### config.mk
export PLATFORM = sky130hd
export DESIGN_NAME = demux_router
export DESIGN_NICKNAME = d
export VERILOG_FILES = /design/src/rtl/demux_router_pkg.sv /design/src/rtl/demux_slot.sv /design/src/rtl/demux_router.sv
export VERILOG_INCLUDE_DIRS = /design/src /design/src/rtl
export SDC_FILE = /design/constraint.sdc
export NUM_CORES = 1
export LEC_CHECK = 0
export ABC_AREA = 1
export CORE_MARGIN = 4
export CORE_UTILIZATION = 30
export CTS_BUF_LIST = sky130_fd_sc_hd__clkbuf_16
export CTS_CLUSTER_DIAMETER = 150
export DETAILED_ROUTE_END_ITERATION = 7
export PLACE_DENSITY = 0.69
export SKIP_LAST_GASP = 1
export SLEW_MARGIN = 25
export SYNTH_ARGS = -nofsm -noshare
export SYNTH_HDL_FRONTEND = slang
export SYNTH_SLANG_ARGS = --single-unit
### constraint.sdc
create_clock -name clk -period 1 [get_ports clk]
set_clock_uncertainty 0.05 [all_clocks]
set_input_delay 0.1 -clock clk [delete_from_list [all_inputs] [get_ports clk]]
set_output_delay 0.1 -clock clk [all_outputs]
set_load 0.005 [all_outputs]
### src/rtl/demux_defs.vh
// Shared build-time defaults for the demux_router slice.
`ifndef DEMUX_DEFS_VH
`define DEMUX_DEFS_VH
`define DEMUX_DEF_WIDTH 32
`define DEMUX_MAX_N_OUT 8
`define DEMUX_CNT_W 16
`endif

### src/rtl/demux_router_pkg.sv
// Common constants and helpers for demux_router and demux_slot.
`include "demux_defs.vh"
package demux_router_pkg;
  localparam int DEF_WIDTH = `DEMUX_DEF_WIDTH;
  localparam int MAX_N_OUT = `DEMUX_MAX_N_OUT;
  localparam int CNT_W     = `DEMUX_CNT_W;

  // Wrapping statistics counter step; clear wins over increment.
  function automatic logic [CNT_W-1:0] cnt_next(input logic clr, input logic inc,
                                                 input logic [CNT_W-1:0] cnt);
    if (clr) return '0;
    if (inc) return cnt + 1'b1;
    return cnt;
  endfunction
endpackage

### src/rtl/demux_slot.sv
// One-deep output register for a single destination of demux_router.
// DEMUX_ROUTER_STATS_EN adds a per-slot drain counter.
module demux_slot
  import demux_router_pkg::*;
#(
  parameter int WIDTH = DEF_WIDTH
) (
  input  logic             clk,
  input  logic             rst_n,
  input  logic             load,
  input  logic [WIDTH-1:0] load_data,
  input  logic             ready,
  output logic             valid,
  output logic [WIDTH-1:0] data
`ifdef DEMUX_ROUTER_STATS_EN
  ,
  input  logic             stats_clr,
  output logic [CNT_W-1:0] xfer_cnt
`endif
);
  logic             valid_q, valid_d;
  logic [WIDTH-1:0] data_q, data_d;
  logic             drain;

  assign drain = valid_q & ready;

  // A load in the drain cycle keeps the slot valid: one word per cycle.
  always_comb begin
    valid_d = valid_q;
    data_d  = data_q;
    if (load) begin
      valid_d = 1'b1;
      data_d  = load_data;
    end else if (drain) begin
      valid_d = 1'b0;
    end
  end

  always_ff @(posedge clk or negedge rst_n) begin
    if (!rst_n) begin
      valid_q <= 1'b0;
      data_q  <= '0;
    end else begin
      valid_q <= valid_d;
      data_q  <= data_d;
    end
  end

  assign valid = valid_q;
  assign data  = data_q;

`ifdef DEMUX_ROUTER_STATS_EN
  logic [CNT_W-1:0] xfer_cnt_q, xfer_cnt_d;

  always_comb xfer_cnt_d = cnt_next(stats_clr, drain, xfer_cnt_q);

  always_ff @(posedge clk or negedge rst_n) begin
    if (!rst_n) xfer_cnt_q <= '0;
    else        xfer_cnt_q <= xfer_cnt_d;
  end

  assign xfer_cnt = xfer_cnt_q;
`endif
endmodule

### src/rtl/demux_router.sv
// Routes one valid/ready word stream to N_OUT one-deep output slots by in_sel.
// DEMUX_ROUTER_STATS_EN adds drain/drop counters and a stats_clr input.
module demux_router
  import demux_router_pkg::*;
#(
  parameter int WIDTH = DEF_WIDTH,
  parameter int N_OUT = 2,
  parameter int SEL_W = 1
) (
  input  logic                   clk,
  input  logic                   rst_n,
  input  logic                   in_valid,
  output logic                   in_ready,
  input  logic [WIDTH-1:0]       in_data,
  input  logic [SEL_W-1:0]       in_sel,
  output logic [N_OUT-1:0]       out_valid,
  input  logic [N_OUT-1:0]       out_ready,
  output logic [N_OUT*WIDTH-1:0] out_data,
  output logic                   drop_err
`ifdef DEMUX_ROUTER_STATS_EN
  ,
  input  logic                   stats_clr,
  output logic [N_OUT*CNT_W-1:0] xfer_cnt,
  output logic [CNT_W-1:0]       drop_cnt
`endif
);
  localparam int NSEL = 1 << SEL_W;

  // Handshake: a word moves when in_valid & in_ready; a slot drains when
  // out_valid[k] & out_ready[k]. in_ready never looks at in_valid.
  logic [NSEL-1:0]  slot_free;
  logic [N_OUT-1:0] load;
  logic             sel_legal;
  logic             accept;
  logic             drop_err_q, drop_err_d;

  // Unused select codes read as free so illegal words are always taken.
  always_comb begin
    slot_free = '1;
    for (int k = 0; k < N_OUT; k++) slot_free[k] = ~out_valid[k] | out_ready[k];
  end

  assign sel_legal = ({1'b0, in_sel} < (SEL_W+1)'(N_OUT));
  assign in_ready  = slot_free[in_sel];
  assign accept    = in_valid & in_ready;

  always_comb begin
    load = '0;
    for (int k = 0; k < N_OUT; k++) load[k] = accept & sel_legal & (in_sel == SEL_W'(k));
    drop_err_d = accept & ~sel_legal;
  end

  always_ff @(posedge clk or negedge rst_n) begin
    if (!rst_n) drop_err_q <= 1'b0;
    else        drop_err_q <= drop_err_d;
  end

  assign drop_err = drop_err_q;

  for (genvar k = 0; k < N_OUT; k++) begin : g_slot
    demux_slot #(.WIDTH(WIDTH)) u_slot (
      .clk       (clk),
      .rst_n     (rst_n),
      .load      (load[k]),
      .load_data (in_data),
      .ready     (out_ready[k]),
      .valid     (out_valid[k]),
      .data      (out_data[k*WIDTH +: WIDTH])
`ifdef DEMUX_ROUTER_STATS_EN
      ,
      .stats_clr (stats_clr),
      .xfer_cnt  (xfer_cnt[k*CNT_W +: CNT_W])
`endif
    );
  end

`ifdef DEMUX_ROUTER_STATS_EN
  logic [CNT_W-1:0] drop_cnt_q, drop_cnt_d;

  // Counts alongside the pulse so drop_cnt rises with drop_err.
  always_comb drop_cnt_d = cnt_next(stats_clr, drop_err_d, drop_cnt_q);

  always_ff @(posedge clk or negedge rst_n) begin
    if (!rst_n) drop_cnt_q <= '0;
    else        drop_cnt_q <= drop_cnt_d;
  end

  assign drop_cnt = drop_cnt_q;
`endif
endmodule

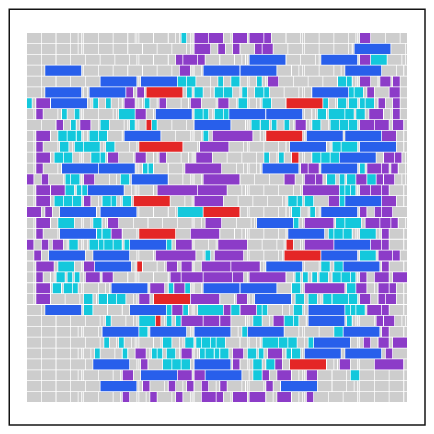
Fig. 1. Placed cells, one color a class.
(4 px per µm) Fill, decap, tap and diode cells in gray.
class	color	cells
clock drivers and dummy loads	red	15
registers	blue	66
remaining logic cells	cyan	205
remaining buffers and delay cells	purple	190

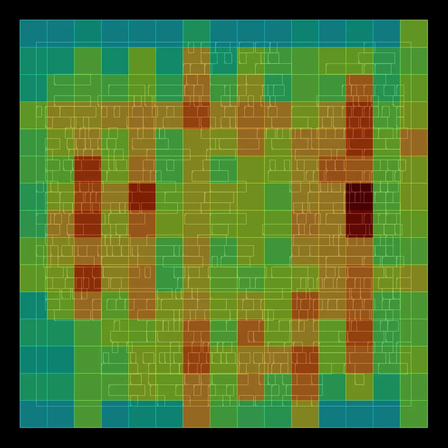
Fig. 2. Routing congestion map.
Routed WL per cell: 17.69 µm
GR Util met2: 28.22%
layer with the highest usage: met2
met1 track demand over resource: 23.99%

==> flow_summary.toml <==
# yosys + openroad results
[cells_and_area]
layoutNonFillerInstCount = 584
area_growth_pct = 80.13
layout_top_cells = "nand2_1, dfrtp_1, buf_2"
finish.net_count = 510
final_core_util_pct = 56.02
layout.cells.most_common = "nand2_1"
drive_gt1_share_pct = 47.27

[pwr]
seq_power_share_pct = 38.2
internal-power_mw = 6.337
vdd_ir_drop_max_v = 0.0007118
cellLeakagePower_nw = 2.619
powerDensity_nw_per_um2 = 1774

[synth]
yosysWarningCount = 0
synth_flop_count = 66
fp_nets = 338
synth_seq_share_pct = 60.30
postSynthCellCount = 300
syn-cell-area_um2 = 2739
ys_cells = 300

[routing]
detailedRoute.firstPassIterationCount = 4
drt_wl_total_um = 10330
number_of_nets_with_antenna_violations_after_detailed_routing = 0
drc = 0
via_count = 2959
drt-initial-drc-count = 138

[final_timing]
grt_setup_unrepaired = "yes"
final_max_slew_viol_count = 0
final-hold-violation-count = 0
fmax_mhz = 790.1
setup_tns_ps = -14640
pnr_worst_setup_slack_ps = -265.7
hold_ws_ps = 260.8
final.min_clock_period_ps = 1266
setup_violations = 73

[clocking]
clkLatencyLatePin_ps = 320
cts.sink_count = 66
clk_pin_slew_ps = 50
cts_root_buffer = "clkbuf_16"
cts_made_buffers = 9
cts-root-to-sink-buffers = 2
tritoncts_clock_tree = "built"
ctsHtreeMaxLevel = 3

[place]
gp_congestion = 0.7726
placement.setup.worst_slack_ps = -507.4
dp_hpwl_um = 5741
port_buffers = 104
post-place-cells = 504

[status]
run_status = "complete, but fails checks"
violations = "negative setup slack"

[critical_path]
setup.worst_path.class = "flop to flop"
timing.critical_path.from_type = "flop"
worst-endpoint-required_ps = 1160
timing.critical_path.fanout_max = 7
worst_ep_arrival_time_ps = 1420
critPathCaptureType = "flop"

[floorplanning]
core_area_um2 = 8806
io_pins = 106
die_w_um = 103.6
floorplan.core_util_pct = 31.10
placementRows = 34

[global_routing]
gr-usage-all-layers_pct = 17.86
grt_first_pass_wirelength_um = 15240
grt_max_degree = 67
number_of_antenna_violations_at_the_first_check_in_global_routing = 0

[job]
cap_viol_max_count = 0
openroad.warnings = 29
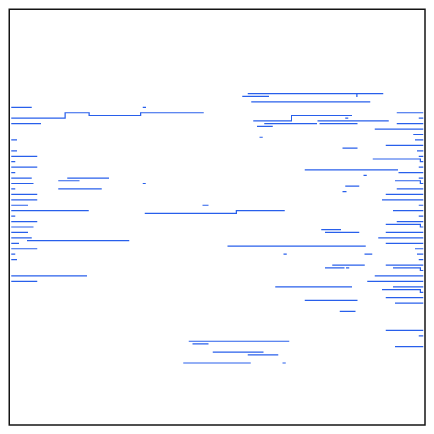
Fig. 3. Signal wires on met3.
(4 px per µm)
longest straight run	34.3 µm
nets with wire on the layer	92

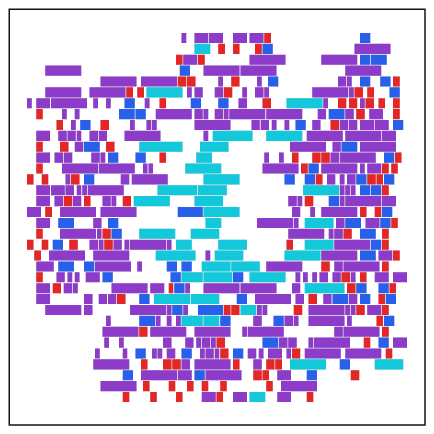
Fig. 4. Drive-strength map.
(4 px per µm)
size	color	cells	share
x1 and smaller	purple	251	53%
x2	red	112	24%
x3 and x4	blue	73	15%
x6 and larger	cyan	40	8.4%
total non-filler cell area in the finished layout: 4933 µm²
Non-clk bufs: 190
PnR worst setup slack: -265.7 ps

## power by group through the flow
stage	registers (mW)	logic, mW	clock network (mW)
2_1_floorplan	3.39	0.559	0
5_1_grt	3.38	2.65	3.19
6_report	3.34	2.44	2.97
4_1_cts	3.33	1.96	3.03
3_3_place_gp	3.38	1.88	0
3_5_place_dp	3.38	1.92	0
## per-layer routing
layer	up-vias	wire, µm	GRT usage [%]	part of all wire, %
li1	1359	-	-	-
met4	0	166	6.268	1.6
met5	-	0	0	0
met1	1442	4369	23.99	42
met2	142	4949	28.22	48
met3	16	845	4.415	8.2
## final timing paths
kind	startpoint	to	slack, ps	cells after the start
hold reg to reg	g_slot[0].u_slot.data[20]$_DFFE_PN0P_	g_slot[0].u_slot.data[20]$_DFFE_PN0P_	410	2
max in group asynchronous	rst_n	g_slot[0].u_slot.data[27]$_DFFE_PN0P_	320	3
setup reg to reg	g_slot[1].u_slot.valid$_DFFE_PN0P_	g_slot[1].u_slot.data[10]$_DFFE_PN0P_	-270	7
min in group asynchronous	rst_n	g_slot[1].u_slot.data[10]$_DFFE_PN0P_	280	3
setup / recovery	g_slot[1].u_slot.valid$_DFFE_PN0P_	g_slot[1].u_slot.data[10]$_DFFE_PN0P_	-270	7
hold / removal	in_valid	g_slot[0].u_slot.data[15]$_DFFE_PN0P_	260	4
## cell families (layout without fill, tap and decap cells)
group	after synthesis	count (layout)	synth area share [%]
flops	66	66	60.30
other cells	1	1	0.1369
buf+inv	32	208	5.802
simple gates	201	201	33.76
## worst max-delay path, stage by stage, from the launching register on
cell       delay [ps]
dfrtp_1           380
nand2_2            90
buf_6             120
nand3_4           100
buf_12            160
clkbuf_16         160
nand2_2            50
nand2_1            50
## what timing repair did
action	4_1_cts	5_1_grt
hold endpoints to repair	66	0
buffers inserted	30	29
pin swaps	5	9
gates resized	301	60
hold buffers	1	0
setup endpoints to repair	133	126
cloned	6	4
## area by class of cell
| type | count | area (µm²) | share of cell area [%] |
|---|---|---|---|
| Timing Repair Buffer | 190 | 1708 | 34.62 |
| Sequential cell | 66 | 1652 | 33.48 |
| Multi-Input combinational cell | 202 | 1151 | 23.33 |
| Clock buffer | 9 | 225.2 | 4.565 |
| Tap cell | 108 | 135.1 | 2.739 |
| Clock inverter | 6 | 51.30 | 1.040 |
| Inverter | 3 | 11.26 | 0.2283 |
## synthesized netlist by cell type (all sizes together)
cell    instances  area share, %
buf            25            4.8
nand2         135             19
dfrtp          66             60
conb            1           0.14
nand3           2           0.55
nand4          64             15
inv             3           0.41
clkbuf          4           0.55
## flip-flops by register name, summed over array words and instances, names as in the netlist
signal,count
g_slot.u_slot.data,64
g_slot.u_slot.valid,2
## stage by stage
stage	power, mW	cell area, µm²
2_1_floorplan	3.946	2780
3_3_place_gp	5.259	4005
6_report	8.752	4933
3_5_place_dp	5.299	4005
5_1_grt	9.219	4933
4_1_cts	8.325	4481
Power is estimated from default activity; no workload was simulated.
